**config.mk**
```make
export PLATFORM = sky130hd
export DESIGN_NAME = div_sequencer
export DESIGN_NICKNAME = d
export VERILOG_FILES = /design/src/rtl/div_sequencer.sv
export SDC_FILE = /design/constraint.sdc
export NUM_CORES = 1
export LEC_CHECK = 0
export ABC_AREA = 1
export CORE_MARGIN = 5
export CORE_UTILIZATION = 30
export CTS_CLUSTER_SIZE = 20
export DETAILED_ROUTE_END_ITERATION = 16
export SYNTH_ARGS = -nofsm -noshare
export SYNTH_HDL_FRONTEND = slang
export SYNTH_SLANG_ARGS = --single-unit
```
**constraint.sdc**
```tcl
create_clock -name clk -period 5.3 [get_ports clk]
set_input_delay 1.06 -clock clk [delete_from_list [all_inputs] [get_ports clk]]
set_output_delay 1.06 -clock clk [all_outputs]
set_load 0.05 [all_outputs]
```
**src/rtl/div_sequencer.sv**
```systemverilog
// Multi-cycle RV32M DIV/DIVU/REM/REMU sequencer: radix-2 restoring divide on magnitudes + sign fix.
// Optional DIV_ZERO_FAST_EN: a zero divisor short-circuits IDLE -> FIN.
module div_sequencer #(
    parameter int unsigned WIDTH = 32
) (
    input  logic             clk,
    input  logic             reset,
    input  logic             start,
    input  logic [4:0]       alu_op,
    input  logic [WIDTH-1:0] data1,
    input  logic [WIDTH-1:0] data2,
    input  logic             flush,
    output logic             busy,
    output logic             done,
    output logic [WIDTH-1:0] result
);
    localparam int unsigned CW = (WIDTH > 1) ? $clog2(WIDTH) : 1;

    typedef enum logic [2:0] {StIdle, StLoad, StCalc, StFix, StFin} state_e;

    state_e           state_q, state_d;
    logic [WIDTH-1:0] rem_q, rem_d;
    logic [WIDTH-1:0] quo_q, quo_d;
    logic [WIDTH-1:0] dvs_q, dvs_d;
    logic [WIDTH-1:0] result_q, result_d;
    logic [CW-1:0]    cnt_q, cnt_d;
    logic             is_signed_q, is_signed_d;
    logic             is_rem_q, is_rem_d;
    logic             sign1_q, sign1_d;
    logic             sign2_q, sign2_d;
    logic             dzero_q, dzero_d;

    logic             div_op;
    logic [WIDTH:0]   diff;
    logic             neg_quo;
    logic             neg_rem;

    assign div_op  = alu_op inside {5'b00101, 5'b00111, 5'b01101, 5'b01111};
    // Shifted partial remainder needs one extra bit for the trial subtract.
    assign diff    = {rem_q, quo_q[WIDTH-1]} - {1'b0, dvs_q};
    // Quotient sign fix is dropped for a zero divisor so it stays all ones.
    assign neg_quo = is_signed_q && (sign1_q ^ sign2_q) && !dzero_q;
    assign neg_rem = is_signed_q && sign1_q;

    always_ff @(posedge clk) begin
        if (reset) begin
            state_q     <= StIdle;
            rem_q       <= '0;
            quo_q       <= '0;
            dvs_q       <= '0;
            result_q    <= '0;
            cnt_q       <= '0;
            is_signed_q <= 1'b0;
            is_rem_q    <= 1'b0;
            sign1_q     <= 1'b0;
            sign2_q     <= 1'b0;
            dzero_q     <= 1'b0;
        end else begin
            state_q     <= state_d;
            rem_q       <= rem_d;
            quo_q       <= quo_d;
            dvs_q       <= dvs_d;
            result_q    <= result_d;
            cnt_q       <= cnt_d;
            is_signed_q <= is_signed_d;
            is_rem_q    <= is_rem_d;
            sign1_q     <= sign1_d;
            sign2_q     <= sign2_d;
            dzero_q     <= dzero_d;
        end
    end

    always_comb begin
        state_d     = state_q;
        rem_d       = rem_q;
        quo_d       = quo_q;
        dvs_d       = dvs_q;
        result_d    = result_q;
        cnt_d       = cnt_q;
        is_signed_d = is_signed_q;
        is_rem_d    = is_rem_q;
        sign1_d     = sign1_q;
        sign2_d     = sign2_q;
        dzero_d     = dzero_q;
        done        = 1'b0;

        unique case (state_q)
            StIdle: begin
                if (start && div_op && !flush) begin
                    is_signed_d = ~alu_op[1];
                    is_rem_d    = alu_op[3];
                    sign1_d     = data1[WIDTH-1];
                    sign2_d     = data2[WIDTH-1];
                    dzero_d     = (data2 == '0);
                    quo_d       = data1;
                    dvs_d       = data2;
                    rem_d       = '0;
`ifdef DIV_ZERO_FAST_EN
                    if (data2 == '0) begin
                        result_d = alu_op[3] ? data1 : '1;
                        state_d  = StFin;
                    end else begin
                        state_d = StLoad;
                    end
`else
                    state_d = StLoad;
`endif
                end
            end
            StLoad: begin
                quo_d   = (is_signed_q && sign1_q) ? -quo_q : quo_q;
                dvs_d   = (is_signed_q && sign2_q) ? -dvs_q : dvs_q;
                rem_d   = '0;
                cnt_d   = CW'(WIDTH - 1);
                state_d = StCalc;
            end
            StCalc: begin
                if (!diff[WIDTH]) begin
                    rem_d = diff[WIDTH-1:0];
                    quo_d = {quo_q[WIDTH-2:0], 1'b1};
                end else begin
                    rem_d = {rem_q[WIDTH-2:0], quo_q[WIDTH-1]};
                    quo_d = {quo_q[WIDTH-2:0], 1'b0};
                end
                if (cnt_q == '0) begin
                    state_d = StFix;
                end else begin
                    cnt_d = cnt_q - CW'(1);
                end
            end
            StFix: begin
                if (is_rem_q) begin
                    result_d = neg_rem ? -rem_q : rem_q;
                end else begin
                    result_d = neg_quo ? -quo_q : quo_q;
                end
                state_d = StFin;
            end
            StFin: begin
                done    = 1'b1;
                state_d = StIdle;
            end
            default: state_d = StIdle;
        endcase

        // Flush aborts any in-flight op and suppresses DONE and RESULT update.
        if (flush && (state_q != StIdle)) begin
            state_d  = StIdle;
            result_d = result_q;
            done     = 1'b0;
        end
    end

    assign busy   = (state_q != StIdle);
    assign result = result_q;

endmodule

```
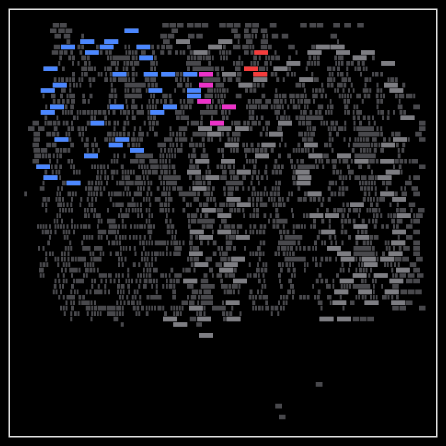
**Above:** run 1 (sequential cells colored by netlist name).
Drawn at 2 px/µm.
- `dvs_q`: blue (flops 32; where top left)
- `state_q`: red (flops 3)
- `cnt_q`: magenta (flops 5; where top middle)
- not colored: 101

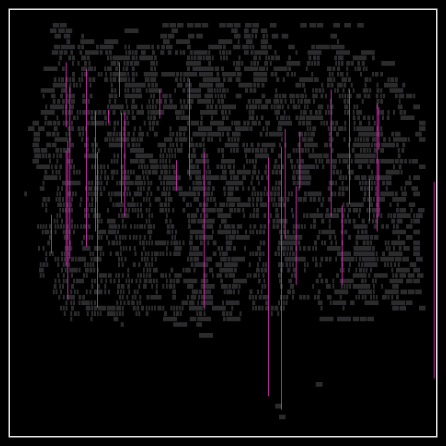
**Above:** run 1 (the metal 4 layer).
Drawn at 2 px/µm. Cells faint in the background.
- wire length on this layer: 1550 µm
- main direction: vertical
- nets with wire on the layer: 26
- share of all routed wire: 3.4%
Total Wirelength: 45.4 mm
count of vias placed by the detailed router: 13698

==> results.txt, run 1 <==
Results of an implementation run.

The total placed instance area is roughly 14000 µm². The number of nets still failing antenna checks after routing is 0. The worst hold path terminates at dvs_q[9].

The relative max-transition margin is approximately 28%. The final critical path time including I/O delays and setup is around 3600 ps. The biggest fanout along the worst timing path is 3. STA classifies the critical path startpoint as an input pin.

The buffer-and-inverter tally for the worst setup path is 2. The number of global-route vias before repair is 12753. The worst register-to-register path depth is 8. Traced cell by cell, the critical path runs through clkdlybuf4s50_1, nor3_1, clkdlybuf4s50_1. Per STA, the worst path accumulates the most delay in the family buffers and inverters.

The global-route wire length before repair is about 70 mm. The flow ran to the end, and the final reports show no timing, DRC or antenna violations. The number of clock sinks is between 100 and 150.

In this run, synthesis inferred 0 flip-flops with an integrated enable. The flow inserted about 530 tap cells. The final non-filler cell area is between 10000 and 15000 µm².

Setup total negative slack on the finished layout was measured at 0 ps. The average cell area after synthesis is ~6.0 µm². The floorplan report gives the top-level pin count as ~110.

The flop and latch count out of synthesis is about 140. TritonCTS built the clock tree. The slack of the worst reg-to-reg path is around 2400 ps.
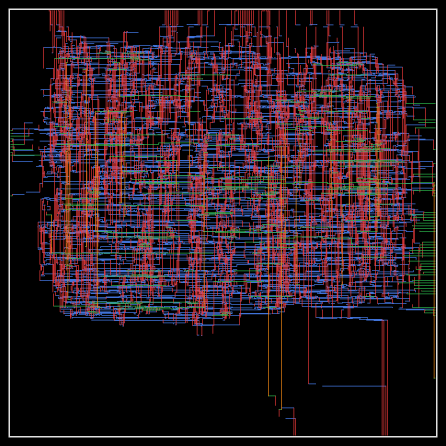
**Above:** run 1 (metal layers overlaid).
Drawn at 2 px/µm.
- M1: blue (wire length 20.7 mm)
- M4: orange (wire length 1550 µm)
- M3: green (wire length 2950 µm)
- M2: red (wire length 20.3 mm)

## run 1: logic make-up (layout without fill, tap and decap cells)
kind of cell	count (synthesis)	after routing	synth area share, %
AOI/OAI and AO/OA	389	389	18.3
xor gates and xnor gates	41	41	2.90
adders and majority gates	38	38	3.91
buffers and inverters	367	439	11.8
DFF	141	141	22.8
and+or+nand+nor	1094	1094	40.3
## run 1: layer usage
layer / up-vias / track usage (%) / wire length (µm) / part of all wire [%]
li1: 6852 / - / - / -
met2: 450 / 30.7 / 20300 / 45
met3: 65 / 2.75 / 2950 / 6.5
met1: 6331 / 26.8 / 20700 / 45
met4: 0 / 7.37 / 1550 / 3.4
met5: - / 0 / 0 / 0
## run 1: cells in the mapped netlist, types with 6 or more instances
master	instances
a21oi_1	153
a21oi_2	21
a31oi_1	19
a41oi_1	10
buf_1	10
buf_2	14
clkbuf_1	43
dfxtp_1	141
ha_1	37
inv_1	263
inv_2	23
nand2_1	537
nand2_2	32
nand2_4	6
nand3_1	178
nand3_2	25
nand3b_1	13
nand4_1	30
nor2_1	198
nor2_2	8
nor3_1	24
nor4_1	12
o211ai_1	17
o21a_1	6
o21ai_0	130
or2_2	9
xnor2_1	8
xor2_1	33
## run 1: worst reg2reg max path, cell delays in order, from the launching register on
cell	delay, ps
dfxtp_1	420
inv_1	70
nand2_2	60
buf_4	440
inv_2	80
buf_4	360
a21oi_2	620
inv_2	360
o31a_1	380
## run 1: cell usage in the layout (no fill, tap or decap), types with 19 or more instances in the layout
cell             synthesis  routed
a21oi_2                 21      21
inv_1                  263     262
nand2_1                537     537
a31oi_1                 19      19
nand2_2                 32      32
nor2_1                 198     197
ha_1                    37      37
a21oi_1                153     153
dfxtp_1                141     141
clkdlybuf4s50_1          0     105
nand3_1                178     178
nor3_1                  24      24
xor2_1                  33      33
nand3_2                 25      25
nand4_1                 30      30
inv_2                   23      24
o21ai_0                130     130
## run 1: flip-flops by register name, summed over array words and instances, names as in the netlist
name / count
dzero_q: 1
sign1_q: 1
result: 32
rem_q: 32
dvs_q: 32
quo_q: 32
is_signed_q: 1
sign2_q: 1
is_rem_q: 1
cnt_q: 5
state_q: 3
## run 1: through the flow
step,instances,util [%],setup WS (ps),hold slack (ps)
2_1_floorplan,2070,-,2100,457
3_3_place_gp,2643,33.9,1680,468
3_5_place_dp,2643,33.9,1680,472
4_1_cts,2674,35.5,1670,482
5_1_grt,2674,35.5,1620,527
6_report,2674,35.5,1690,481
## run 1: worst max path at each step
stage	slack, ps	from	endpoint
2_1_floorplan	2100	flush	done
3_3_place_gp	1680	flush	done
3_5_place_dp	1680	flush	done
4_1_cts	1670	flush	done
5_1_grt	1620	flush	done
6_report	1690	flush	done
**Run 1: congestion heat map**

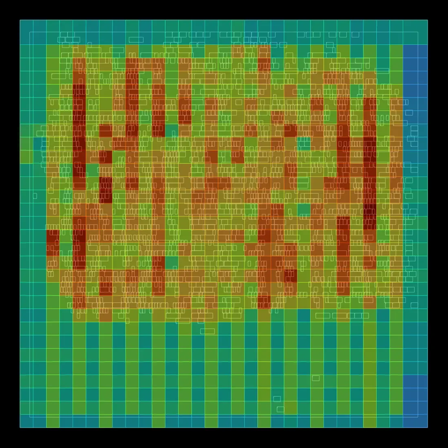

--- run 2 (diff from run 1) ---
Clock period 5.3 ns to 3.4 ns, I/O delays scaled along.
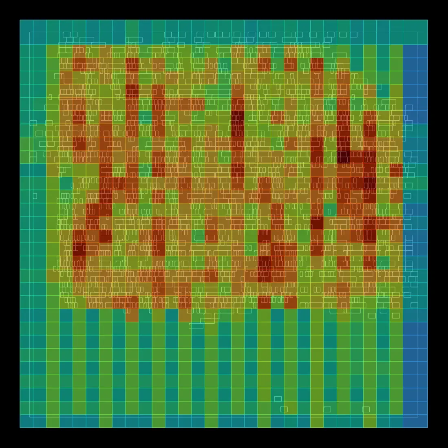
**Above:** run 2 (congestion heat map).
average routed wire per standard cell: 16.8 µm
met1 track demand over resource: 26.4%
met3 Usage GRT: 2.64%
final core occ: 35.4%
fraction of met2 tracks used by global routing: 31.2%

==> results.txt, run 2 <==
Results of an implementation run.

The run finished with clean final reports. The final wirelength is between 40 and 50 mm. The number of global-route vias before repair is approximately 13000. For reference, simple AND, OR, NAND and NOR cells occupy 40.3% of the area reported after synthesis. Listed in order, past its start point the critical path passes clkdlybuf4s50_1, nor3_1, clkdlybuf4s50_1. The post-synth count of flops with an enable pin is 0. Per the synth log, the flip-flop and latch total comes to approximately 140. For this design, the sink count on the clock tree is between 100 and 150. The placed instance count is about 2700. STA classifies the critical path startpoint as an input pin.

The AND-OR/OR-AND share of the synthesized area is about 18%. In this run the remaining antenna-violating nets after routing total 0. The H-tree depth is 4. The required time of the worst setup path is 2720 ps. After the flow finishes, the layout carries non-filler instances totaling ~2700. Grouping non-sequential cells by family puts the most area in simple AND/OR/NAND/NOR gates. about 110 I/O pins were placed. A synthesized cell averages about 6 µm². The most common logic cell in the final layout is nand2_1.

The final layout reports a setup TNS of 0 ps. Hold timing on the final database bottoms out at a slack of 487 ps. The area fraction in mux cells is 0%. nand2_1 is the most common cell in the netlist.

The count of cell types in the netlist is approximately 54. The post-synthesis adder-cell area fraction is under 10%. The final critical path time including I/O delays and setup is 2860 ps. Headroom to the max-slew limit came out at 32.2%.

Max fanout on the critical path was recorded as 3. The xor and xnor area share after synthesis is approximately 2.9%. The number of warnings the tools reported is 27. The global-route wire length before repair is about 70 mm. For this block, the via count after detailed routing is ~14000.
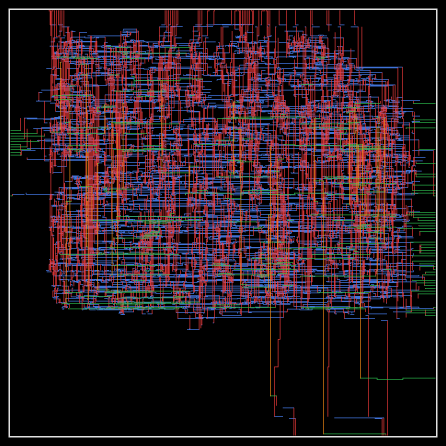
**Above:** run 2 (metal layers overlaid).
Drawn at 2 px/µm.
- M2: red (wire length 20.3 mm)
- M4: orange (wire length 1660 µm)
- M3: green (wire length 2930 µm)
- M1: blue (wire length 20.3 mm)

run 2: cell count changes in the layout (fill, tap and decap cells not counted):
| cell | change |
|---|---|
| clkinvlp_4 | +1 |
| inv_8 | +3 |
| clkbuf_8 | -1 |
| inv_6 | +2 |
| buf_4 | +7 |
| bufinv_16 | -5 |
| clkinv_4 | +1 |
run 2: final cells by class:
type / instances / area [µm²] / area share, %
Tap cell: 532 / 666 / 4.60
Clock inverter: 15 / 154 / 1.06
Timing Repair Buffer: 126 / 1210 / 8.34
Multi-Input combinational cell: 1562 / 8100 / 56.0
Sequential cell: 141 / 2820 / 19.5
Clock buffer: 17 / 425 / 2.94
Inverter: 289 / 1080 / 7.50
run 2: path summary, 6_finish.rpt:
path	cells past startpoint	start	slack (ps)	to
max	3	flush	540	done
min reg2reg	2	dvs_q[25]	490	dvs_q[25]
max reg2reg	12	dvs_q[27]	650	rem_q[30]
min	2	dvs_q[25]	490	dvs_q[25]
run 2: kinds of logic (layout without fill, tap and decap cells):
| group | Yosys count | after routing |
|---|---|---|
| buffers and inverters | 367 | 447 |
| XOR/XNOR | 41 | 41 |
| flip-flops | 141 | 141 |
| AND-OR/OR-AND | 389 | 389 |
| AND/OR/NAND/NOR | 1094 | 1094 |
| adder cells (fa/ha/maj) | 38 | 38 |
run 2: worst max-delay path, delay by kind of cell:
family	cells	cell delay [ps]
and+or+nand+nor	1	190
buffers and inverters	2	1310
run 2: layer usage:
metal	vias up	wire length [µm]	global-route usage, %
met5	-	0	0
met4	0	1660	7.42
met3	67	2930	2.64
met2	429	20300	31.2
met1	6263	20300	26.4
li1	6883	-	-
run 2: through the flow:
stage	area (µm²)	setup slack, ps	utilization, %
after detailed placement	13900	527	34.0
after global routing	14500	513	35.4
after CTS	14500	525	35.4
after global placement	13900	519	34.0
final	14500	542	35.4
after floorplan	12400	964	-
**Run 2: routed clock nets over the placement**

Drawn at 1 px/µm.
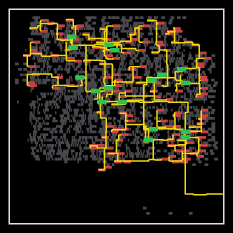

--- run 3 (diff from run 2) ---
Clock period 3.4 ns to 2.3 ns, I/O delays scaled along.
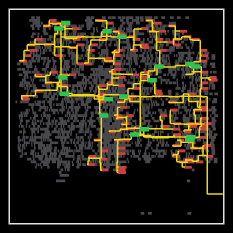
**Above:** run 3 (routed clock nets over the placement).
Drawn at 1 px/µm.
- clock-net drivers: green (count 17)
- flip-flops: red (count 141)
- clock wires: yellow (length 2370 µm)
- routed clock nets: 18

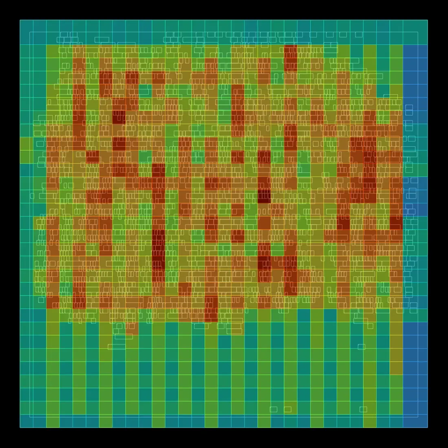
**Above:** run 3 (congestion heat map).
met1 track demand over resource: 28.7%
fraction of met2 tracks used by global routing: 34.1%
met3 Usage GRT: 2.73%

==> results.txt, run 3 <==
Results of an implementation run.

The final critical path time including I/O delays and setup is approximately 2300 ps. The checks that failed: negative setup slack.

The number of clock sinks is ~140. The setup slack after placement is -235 ps. The critical path launch point type is a flop. The post-synth tally of flip-flops with integrated enable is 0.

Measured on the finished design, the core utilization comes to between 40% and 50%. The total placed instance area is around 15000 µm². The vias after detailed routing is 14475. The final non-filler cell area is 16800 µm². The count of final setup violators is 4.

The number of global-route vias before repair is between 10000 and 15000. The run finished, with violations left. Wires add up to between 40 and 50 mm. Including well taps, the total number of placed cells is 2843. The routed length per instance is 16.7 µm. In this run, distinct cell masters in the synthesized netlist total about 54. The flop and latch count out of synthesis is 141. In the post-route analysis, the smallest setup slack over all paths is -25.5 ps. approximately 110 I/O pins were placed. The H-tree depth is 4. The worst hold margin is slightly below 500 ps.
[run 3: what timing repair did]
item,in CTS,in global routing
resized,42,81
pin swaps,13,18
buffers inserted,10,11
cloned,4,2
setup endpoints to repair,35,43
[run 3: layout make-up]
cell class	count	area (µm²)
Multi-Input combinational cell	1566	8580
Inverter	289	1080
Timing Repair Buffer	342	3050
Fill cell	4376	24000
Clock buffer	18	429
Tap cell	532	666
Clock inverter	14	134
Sequential cell	141	2840
[run 3: layer usage]
layer	share of wire, %	track usage [%]	up-vias
met3	5.6	2.73	48
met2	47	34.1	410
met4	2.3	5.14	0
li1	-	-	7329
met5	0	0	-
met1	45	28.7	6688
[run 3: worst max-delay path, stage by stage (launching register included)]
cell and delay, ps:
dfxtp_1 310, inv_1 170, ha_4 240, nand2_2 70
inv_2 40, nand2_2 60, inv_2 40, nand2_1 90
inv_1 80, a21oi_4 220, buf_6 140, buf_4 110
nand3_4 140, buf_6 190, nand2_8 100, nand2_1 60
nand3_1 70, a21oi_1 60
[run 3: path summary, 6_finish.rpt]
kind              depth (start not counted)  slack (ps)         to       from
setup / recovery                         17         -30   rem_q[1]  dvs_q[24]
hold / removal                            2         490  dvs_q[15]  dvs_q[15]
setup reg to reg                         17         -30   rem_q[1]  dvs_q[24]
hold reg to reg                           2         490  dvs_q[15]  dvs_q[15]
[run 3: cell families after synthesis]
kind of cell               synth area share (%)
AOI/OAI and AO/OA                          18.3
xor gates and xnor gates                   2.90
adders and majority gates                  3.91
buffers and inverters                      11.8
DFF                                        22.8
and+or+nand+nor                            40.3
